power_grid.png
Scale bar: 20 µm. Pins as bars on the die edge. Tap cells in grey.
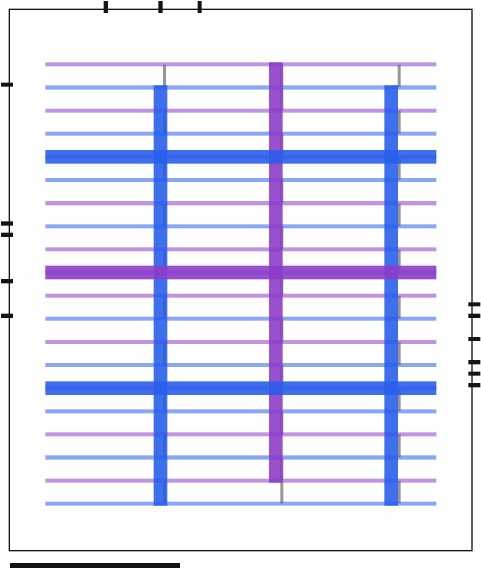
placement_by_type.png
Scale bar: 20 µm.
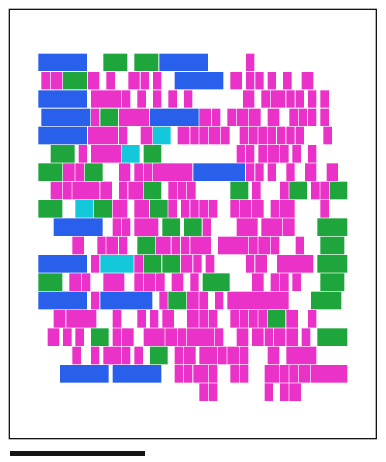
==> src/rtl/rr_select_arbiter_4.sv <==
// Four-source round-robin arbiter driving the select lines of a downstream 4:1 mux.
// The grant is registered and one-hot, with a hold limit that applies while other sources are waiting.
module rr_select_arbiter_4 #(
  parameter int unsigned MAX_HOLD = 4
) (
  input  logic       CLK,
  input  logic       RST,
  input  logic       EN,
  input  logic [3:0] REQ,
  output logic [3:0] GNT,
  output logic       S0,
  output logic       S1,
  output logic       VALID
);

  localparam int unsigned NSRC = 4;
  localparam int unsigned IDXW = 2;
  localparam int unsigned CNTW = 4;

  localparam logic [0:0] ST_IDLE  = 1'b0;
  localparam logic [0:0] ST_GRANT = 1'b1;

  localparam logic [CNTW-1:0] HOLD_MAX = CNTW'(MAX_HOLD);

  // First set request bit at or after start, wrapping 3 -> 0.
  function automatic logic [IDXW-1:0] first_req(input logic [NSRC-1:0] req,
                                                input logic [IDXW-1:0] start);
    logic [IDXW-1:0] idx;
    logic            found;
    first_req = start;
    found     = 1'b0;
    for (int i = 0; i < int'(NSRC); i++) begin
      idx = start + IDXW'(i);
      if (!found && req[idx]) begin
        first_req = idx;
        found     = 1'b1;
      end
    end
  endfunction

  logic [0:0]      state_q, state_d;
  logic [IDXW-1:0] own_q, own_d;
  logic [IDXW-1:0] pri_q, pri_d;
  logic [CNTW-1:0] cnt_q, cnt_d;
  logic [NSRC-1:0] gnt_q, gnt_d;
  logic [IDXW-1:0] sel_q, sel_d;
  logic            valid_q, valid_d;

  logic            grant_new;
  logic [IDXW-1:0] grant_idx;
  logic [NSRC-1:0] others;

  // State and output registers; EN low freezes everything except reset.
  always_ff @(posedge CLK) begin
    if (RST) begin
      state_q <= ST_IDLE;
      own_q   <= '0;
      pri_q   <= '0;
      cnt_q   <= '0;
      gnt_q   <= '0;
      sel_q   <= '0;
      valid_q <= 1'b0;
    end else if (EN) begin
      state_q <= state_d;
      own_q   <= own_d;
      pri_q   <= pri_d;
      cnt_q   <= cnt_d;
      gnt_q   <= gnt_d;
      sel_q   <= sel_d;
      valid_q <= valid_d;
    end
  end

  // Next-state and next-output decision.
  always_comb begin
    state_d   = state_q;
    own_d     = own_q;
    pri_d     = pri_q;
    cnt_d     = cnt_q;
    gnt_d     = gnt_q;
    sel_d     = sel_q;
    valid_d   = valid_q;
    grant_new = 1'b0;
    grant_idx = own_q;
    others    = REQ & ~(NSRC'(1) << own_q);

    case (state_q)
      ST_IDLE: begin
        if (|REQ) begin
          grant_new = 1'b1;
          grant_idx = first_req(REQ, pri_q);
        end
      end
      ST_GRANT: begin
        if (!REQ[own_q]) begin
          if (|others) begin
            grant_new = 1'b1;
            grant_idx = first_req(others, own_q + IDXW'(1));
          end else begin
            // Select lines keep their last value so the mux input does not move.
            state_d = ST_IDLE;
            gnt_d   = '0;
            valid_d = 1'b0;
          end
        end else if (cnt_q < HOLD_MAX) begin
          cnt_d = cnt_q + CNTW'(1);
        end else if (|others) begin
          grant_new = 1'b1;
          grant_idx = first_req(others, own_q + IDXW'(1));
        end
      end
      default: begin
        state_d = ST_IDLE;
      end
    endcase

    if (grant_new) begin
      state_d = ST_GRANT;
      own_d   = grant_idx;
      pri_d   = grant_idx + IDXW'(1);
      cnt_d   = CNTW'(1);
      gnt_d   = NSRC'(1) << grant_idx;
      sel_d   = grant_idx;
      valid_d = 1'b1;
    end
  end

  assign GNT   = gnt_q;
  assign S0    = sel_q[0];
  assign S1    = sel_q[1];
  assign VALID = valid_q;

endmodule

==> config.mk <==
export PLATFORM = sky130hd
export DESIGN_NAME = rr_select_arbiter_4
export DESIGN_NICKNAME = d
export VERILOG_FILES = /design/src/rtl/rr_select_arbiter_4.sv
export SDC_FILE = /design/constraint.sdc
export NUM_CORES = 1
export LEC_CHECK = 0
export ABC_AREA = 1
export CAP_MARGIN = 20
export CORE_ASPECT_RATIO = 1.2
export CORE_MARGIN = 4
export CORE_UTILIZATION = 51
export DETAILED_ROUTE_END_ITERATION = 16
export MAX_ROUTING_LAYER = met4
export PLACE_DENSITY = 0.76
export SLEW_MARGIN = 5
export SYNTH_ARGS = -nofsm -noshare
export SYNTH_HDL_FRONTEND = slang
export SYNTH_SLANG_ARGS = --single-unit
==> constraint.sdc <==
create_clock -name CLK -period 2.7 [get_ports CLK]
set_clock_uncertainty 0.1 [all_clocks]
set_input_delay 0.675 -clock CLK [delete_from_list [all_inputs] [get_ports CLK]]
set_output_delay 0.675 -clock CLK [all_outputs]
set_load 0.02 [all_outputs]
==> out/results.ini <==
[synthesis]
area_leaders=nand2_1 26%, dfxtp_1 21%, nand3_1 12%
syn_nets=241
synth_area_leader_cell=nand2_1
common_cells=89 x nand2_1, 31 x nand3_1, 28 x inv_1, 14 x dfxtp_1, 9 x ha_1
ys.flops=14
netlist_instances=225
synth-main-ff-cell=dfxtp_1
synth-edff-count=0
synth_seq_share=0.214
top_cell=nand2_1

[route]
met3_length_um=94
top_layer_used=met4
remaining_drc_errors=0
firstDrtPassIters=4
drt-vias-per-instance=5.02
routedWlPerCell_um=10.5
ant_nets=0
drtIter0Drc=42
wl_met1_um=1450
drt-total-wl_um=3050

[pwr]
clock_power_uw=147
seqPwrFrac=0.223
maxPowerGroup=combinational cells
p_clk_frac=0.125
powerSeq_uw=261
total_power_mw=1.17
power.leakage_nw=0.924
p_comb_uw=762

[worst_setup_path]
path_buffers=4
crit_path_start_kind=register
cp.depth=21
worstPathMaxFanout=12
cp_cell_sequence=inv_2, buf_6, ha_2, inv_1, nand3_1, nand2_1, nand2_1, nand2_1, nor2_4, nand2_1, nand2_1, nand2_1, nand2_1, nand3_1, nand2_1, nand2_1, nand2_1, inv_1, ha_1, nand2_1, o21ai_1
critPathCaptureType=register
cp_top_family=simple AND/OR/NAND/NOR gates
cp.arrival_ns=2.51

[final_timing]
setup_violations=0
post-route-min-period_ns=2.44
worst_pin_slew_ns=0.330
finalHoldViolCount=0
fin_crit_sh=0.903

[finish]
layout.nets=275
dominant_cells=multi-input combinational cells
logic_area_um2=898
n_clock_buffer=4
drive_above_1_share=0.202
antenna_cells=0
syn2layout_area_growth_pct=28.1
stdcell_count=289
comb_share=0.535
layout.nonclk_buf_frac=0.171

[grt]
antenna_found_initial=0
grt_first_pass_wirelength_um=5180
overflow=0

[clocking]
root_buffer=clkbuf_4
htree_levels=1
numCtsBuffers=3
numClockSinks=14
cts_tree=built

[place]
dpl_cell_area_um2=1590
post-place-ws_ns=-0.262
hpwlAfterDp_um=2370

[worst_hold_path]
hold_path_class=reg2reg

[floorplan]
die-height_um=63.5
placementRows=19
fp_util=0.551

[run_status]
status=completed

## Picture notes: power_grid.png
- purple: VDD
- blue: VSS
- signal pins: 14
- met5 straps: 3
- met4 straps: 3
- met1 rails: 20
core box area: 2380 µm²
Max IR drop VDD: 666 µV

## Picture notes: placement_by_type.png
- cyan: clock drivers and dummy loads (cells 4)
- blue: sequential cells (cells 14)
- magenta: combinational and other logic (cells 208)
- green: remaining buffers and delay cells (cells 32)
Finished Cell Area: 1680 µm²
fin util: 0.706

==> path summary, 6_finish.rpt <==
check             startpoint  endpoint
hold reg to reg     cnt_q[3]  cnt_q[3]
setup reg to reg    sel_q[0]  pri_q[1]
hold / removal      cnt_q[3]  cnt_q[3]
setup / recovery    sel_q[0]  pri_q[1]
==> timing repair <==
| item | in CTS | in global routing |
|---|---|---|
| setup endpoints to repair | 0 | 6 |
| setup buffers | 0 | 1 |
| resized | 0 | 16 |
==> logic make-up after synthesis <==
family | share of synthesized area
buf+inv | 0.120
fa+ha+maj | 0.0860
simple gates | 0.457
flops | 0.214
compound gates | 0.123
==> metal layers <==
layer | vias up | track usage
met5 | - | -
met4 | 0 | 0.0498
met3 | 8 | 0.0283
met2 | 23 | 0.326
met1 | 641 | 0.238
li1 | 779 | -
Power is estimated from default activity; no workload was simulated.
